`src/rtl/seq_pkg.sv`:
```
// seq_pkg: types and constants shared by the serializer and the 1101 detector
package seq_pkg;
  typedef enum logic {IDLE, SHIFT} ser_state_t;
  localparam int SEQ_WORD_W = 16;
  localparam logic [3:0] SEQ_PATTERN = 4'b1101;
endpackage

```
`src/rtl/seq_bit_index.sv`:
```
// seq_bit_index: loadable down-counter tracking the bit position within a word
module seq_bit_index #(
  parameter int WIDTH = 16,
  parameter int IDX_W = $clog2(WIDTH)
) (
  input  logic             clk,
  input  logic             rst_n,
  input  logic             load,
  input  logic             dec,
  output logic [IDX_W-1:0] idx,
  output logic             is_zero
);
  // a load wins over a decrement so a back-to-back word restarts at the MSB
  always_ff @(posedge clk or negedge rst_n)
    if (!rst_n) idx <= '0;
    else if (load) idx <= IDX_W'(WIDTH - 1);
    else if (dec) idx <= idx - 1'b1;
  assign is_zero = idx == '0;
endmodule

```
`src/rtl/seq_bit_serializer.sv`:
```
// seq_bit_serializer: MSB-first parallel-to-serial stage with valid/ready on both sides
module seq_bit_serializer
  import seq_pkg::*;
#(
  parameter int WIDTH  = SEQ_WORD_W,
  parameter int IDX_W  = $clog2(WIDTH),
  parameter int WCNT_W = 8
) (
  input  logic              clk,
  input  logic              rst_n,
  input  logic              load_valid,
  output logic              load_ready,
  input  logic [WIDTH-1:0]  load_data,
  output logic              bit_valid,
  input  logic              bit_ready,
  output logic              bit_out,
  output logic              bit_last,
  output logic              busy,
  output logic [WCNT_W-1:0] word_count
);
  ser_state_t state;
  logic [WIDTH-1:0] sr;
  logic [IDX_W-1:0] idx;
  logic is_zero, beat, load_acc, last_beat;
  assign bit_valid = state == SHIFT;
  assign busy = state == SHIFT;
  assign bit_out = sr[WIDTH-1];
  assign bit_last = (state == SHIFT) & is_zero;
  assign beat = bit_valid & bit_ready;
  assign last_beat = beat & is_zero;
  assign load_ready = (state == IDLE) | last_beat;
  assign load_acc = load_valid & load_ready;
  seq_bit_index #(.WIDTH(WIDTH), .IDX_W(IDX_W)) u_idx (
    .clk    (clk),
    .rst_n  (rst_n),
    .load   (load_acc),
    .dec    (beat),
    .idx    (idx),
    .is_zero(is_zero)
  );
  // word capture, shifting, state sequencing and completed-word counting
  always_ff @(posedge clk or negedge rst_n)
    if (!rst_n) begin
      state <= IDLE;
      sr <= '0;
      word_count <= '0;
    end else begin
      state <= load_acc ? SHIFT : last_beat ? IDLE : state;
      sr <= load_acc ? load_data : beat ? sr << 1 : sr;
      word_count <= word_count + WCNT_W'(last_beat);
    end
endmodule

```
`config.mk`:
```
export PLATFORM = sky130hd
export DESIGN_NAME = seq_bit_serializer
export DESIGN_NICKNAME = d
export VERILOG_FILES = /design/src/rtl/seq_pkg.sv /design/src/rtl/seq_bit_index.sv /design/src/rtl/seq_bit_serializer.sv
export SDC_FILE = /design/constraint.sdc
export NUM_CORES = 1
export LEC_CHECK = 0
export CORE_MARGIN = 5
export CORE_UTILIZATION = 44
export DETAILED_ROUTE_END_ITERATION = 12
export PLACE_DENSITY = 0.75
export SETUP_SLACK_MARGIN = 0.02
export SYNTH_ARGS = -nofsm -noshare
export SYNTH_HDL_FRONTEND = slang
export SYNTH_SLANG_ARGS = --single-unit
```
`constraint.sdc`:
```
create_clock -name clk -period 1.9 [get_ports clk]
set_clock_uncertainty 0.05 [all_clocks]
set_input_delay 0.38 -clock clk [delete_from_list [all_inputs] [get_ports clk]]
set_output_delay 0.38 -clock clk [all_outputs]
set_load 0.1 [all_outputs]
```
==> summary.txt, run 1 <==
Here are the numbers from the latest Yosys + OpenROAD run.

The run finished, with violations left. The final reports fail on setup timing. Entering global routing, the biggest net connects 30 pins. STA classifies the critical path startpoint as a flip-flop. The smallest clock period supported by the final layout is computed as 1950 ps.

The share of the synthesized area in the top cell type is 0.512. The initial detailed-routing violation count is 16. The detailed placement HPWL came out at between 1500 and 2000 um. The cell count of the worst reg-to-reg path is 8. The startpoint of the most critical register-to-register path is u_idx.idx[1].

The highest-power group is combinational cells. The cell count after synthesis is 104. The layout has 7 clock buffers. The clock network fraction of total power came out at 0.174. The count of library flops with an enable pin is 0. The share of final layout cell area taken by non-clock buffers is 0.265. The design area came out at 2200 um^2. The count of nets after finishing came out at 177. For reference, the clock transition at the flip-flops on the worst setup and hold paths is 100 ps.

TritonCTS built the clock tree. Per the post-run analysis, buffers plus inverters along the critical path come to 4. Per STA, the worst path is made up of inv_2 -> ha_4 -> and4bb_2 -> buf_4 -> buf_4 -> o21ai_4 -> buf_12 -> mux2_2. The area of the mapped netlist came out at 1420 um^2. Multi-input combinational cells in the finished layout were counted as roughly 66. The synthesized netlist was found by Yosys to have 104 cells. The final setup slack of the worst path is -54.2 ps. The count of antenna-violating nets left after detailed routing is 0. Per the detail_route log, met3 wirelength is about 170 um. The layout-stage area growth over the synthesis result came out at 55.1%. The highest metal layer carrying signal wires in the routed design is met4. The number of sequential storage elements is 29. For this run, the script counts the antenna cells in the layout as 0. The initial antenna violation count is 0. The final count of negative-setup-slack endpoints came out at 16. The portion of synthesized area spent on multiplexers is 0.248.
Figure 1. Where the registers sit (run 1).
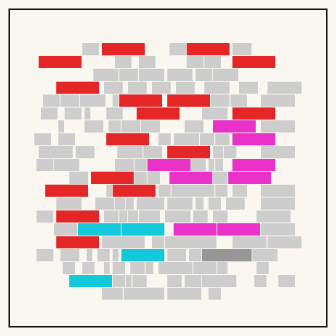
[cyan] u_idx.idx | flops: 4
[red] sr | flops: 16
[magenta] word_count | flops: 8 | where: right middle
not coloured: 1
share of the final layout cell area in sequential cells: 0.332
Seq power: 0.00101 W
utilization of the core after routing: 0.714
sequential cell area: 729 um^2

Figure 2. The metal 3 layer (run 1).
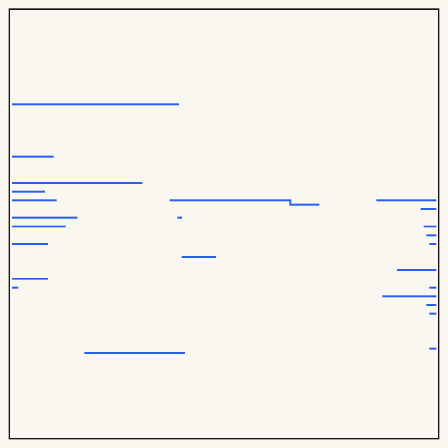
main direction: horizontal
longest straight run: 25.8 um
share of all routed wire: 5.8%
nets with wire on the layer: 22
met3 track utilization from global routing: 0.0540
Total Routed Length: 2910 um
number of vias after detailed routing: 970

Figure 3. Pin placement (run 1).
Pins as bars across the die edge, other pins in grey.
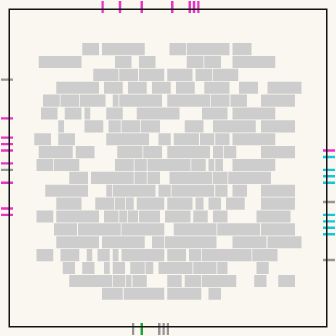
[magenta] load_data | pins: 16 | direction: input | edge: 8 left, 7 top, 1 right
[green] bit_valid | pins: 1 | direction: output | edge: bottom
[cyan] word_count | pins: 8 | direction: output | edge: right
height of the die: 66.7 um
die width: 66.7 um
PortBufs: 32

==> inputs of run 2 (changes only) <==
--- a/config.mk
+++ b/config.mk
@@ -5,6 +5,7 @@
 export SDC_FILE = /design/constraint.sdc
 export NUM_CORES = 1
 export LEC_CHECK = 0
+export CAP_MARGIN = 20
 export CORE_MARGIN = 5
 export CORE_UTILIZATION = 44
 export DETAILED_ROUTE_END_ITERATION = 12
==> summary.txt, run 2 <==
Here are the numbers from the latest Yosys + OpenROAD run.

In this run the critical register-to-register path is launched from u_idx.idx[1]. The count of clock-net buffers in the final layout came out at 7 (unchanged). The share of final layout cell area taken by non-clock buffers came to 0.265 (unchanged). The detailed placement HPWL came out at 1990 um (unchanged).

The checks that failed: setup timing. The area of the mapped netlist was 1420 um^2 (unchanged). The clock network fraction of total power is 0.174 (about the same). The per-instance average area after synthesis came out at between 10 and 15 um^2.

The logic gate share of total power is 0.491. The met3 demand-to-capacity share in global routing is 0.0540 (unchanged). The routed wire length on met3 came out at 169 um (unchanged). The topmost layer with routed signal wires is met4. The area taken by flip-flops and latches is 729 um^2 (unchanged).

The layout-stage area growth over the synthesis result came out at 55.1% (unchanged). The cell count after synthesis was 104 (unchanged). The count of antenna-violating nets left after detailed routing came out at 0 (unchanged). The worst setup path is captured at a flip-flop. The die height came out at 66.7 um (unchanged). The sum of buffers and inverters on the critical path is 4 (unchanged). The run finished, with violations left. The number of sequential storage elements came out at 29 (unchanged).

The diode insertion count for antenna repair came to 0 (unchanged). The power in sequential cells is 0.00101 W (about the same). The total via count after detailed routing was 970 (unchanged). The time the final worst path needs with I/O delays and setup is 1950 ps (unchanged). The initial antenna violation count is 0 (unchanged). The report lists the cells along the critical path as inv_2 -> ha_4 -> and4bb_2 -> buf_4 -> buf_4 -> o21ai_4 -> buf_12 -> mux2_2. The final count of negative-setup-slack endpoints came out at 16 (unchanged). The async set-reset flop share out of synthesis came out at 1.00. The category of the worst setup path launch point is a flip-flop. The share of the synthesized area in the top cell type came to 0.512 (unchanged). The horizontal die dimension was 66.7 um (unchanged).

The count of buffers inserted at the top-level ports was 32 (unchanged). The initial detailed-routing violation count is 16 (unchanged). The final cell utilization of the core is 0.714 (unchanged). The wire length reported by the detailed router came out at 2910 um (unchanged). The peak per-stage delay on the critical path is 380 ps. The number of cell instances after yosys synthesis is 104 (unchanged).

The final setup slack of the worst path is -54.2 ps (unchanged). The design area came out at 2200 um^2 (unchanged). The detailed-routed wire length on met2 came out at 1470 um. The clock tree from TritonCTS is done. The count of nets after finishing is 177 (unchanged). The sequential portion of the cell area came out at 0.332 (unchanged). The static leakage power came out at 1.04 nW.

The post-synthesis mux area share is 0.248 (unchanged).
Figure 4. Where the registers sit (run 2).
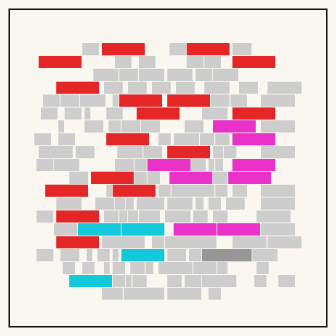
[magenta] word_count | flops: 8 | where: right middle
[cyan] u_idx.idx | flops: 4
[red] sr | flops: 16
not coloured: 1

Figure 5. Wiring by layer (run 2).
Two of the layers only.
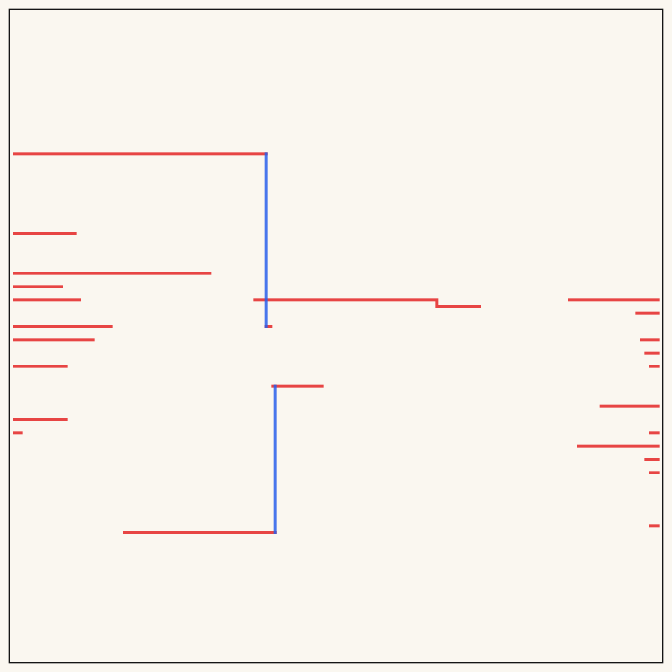
[blue] metal 4 | wire length: 32.6 um
[red] metal 3 | wire length: 169 um
global routing usage summed across all routing layers: 0.141
DR WL/cell: 14.7 um

Figure 6. The metal 3 layer (run 2).
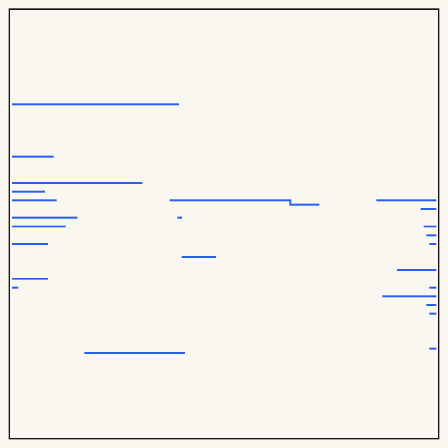
share of all routed wire: 5.8%
wire length on this layer: 169 um

Power figures rest on the tool's default switching activity, not on a simulated workload.
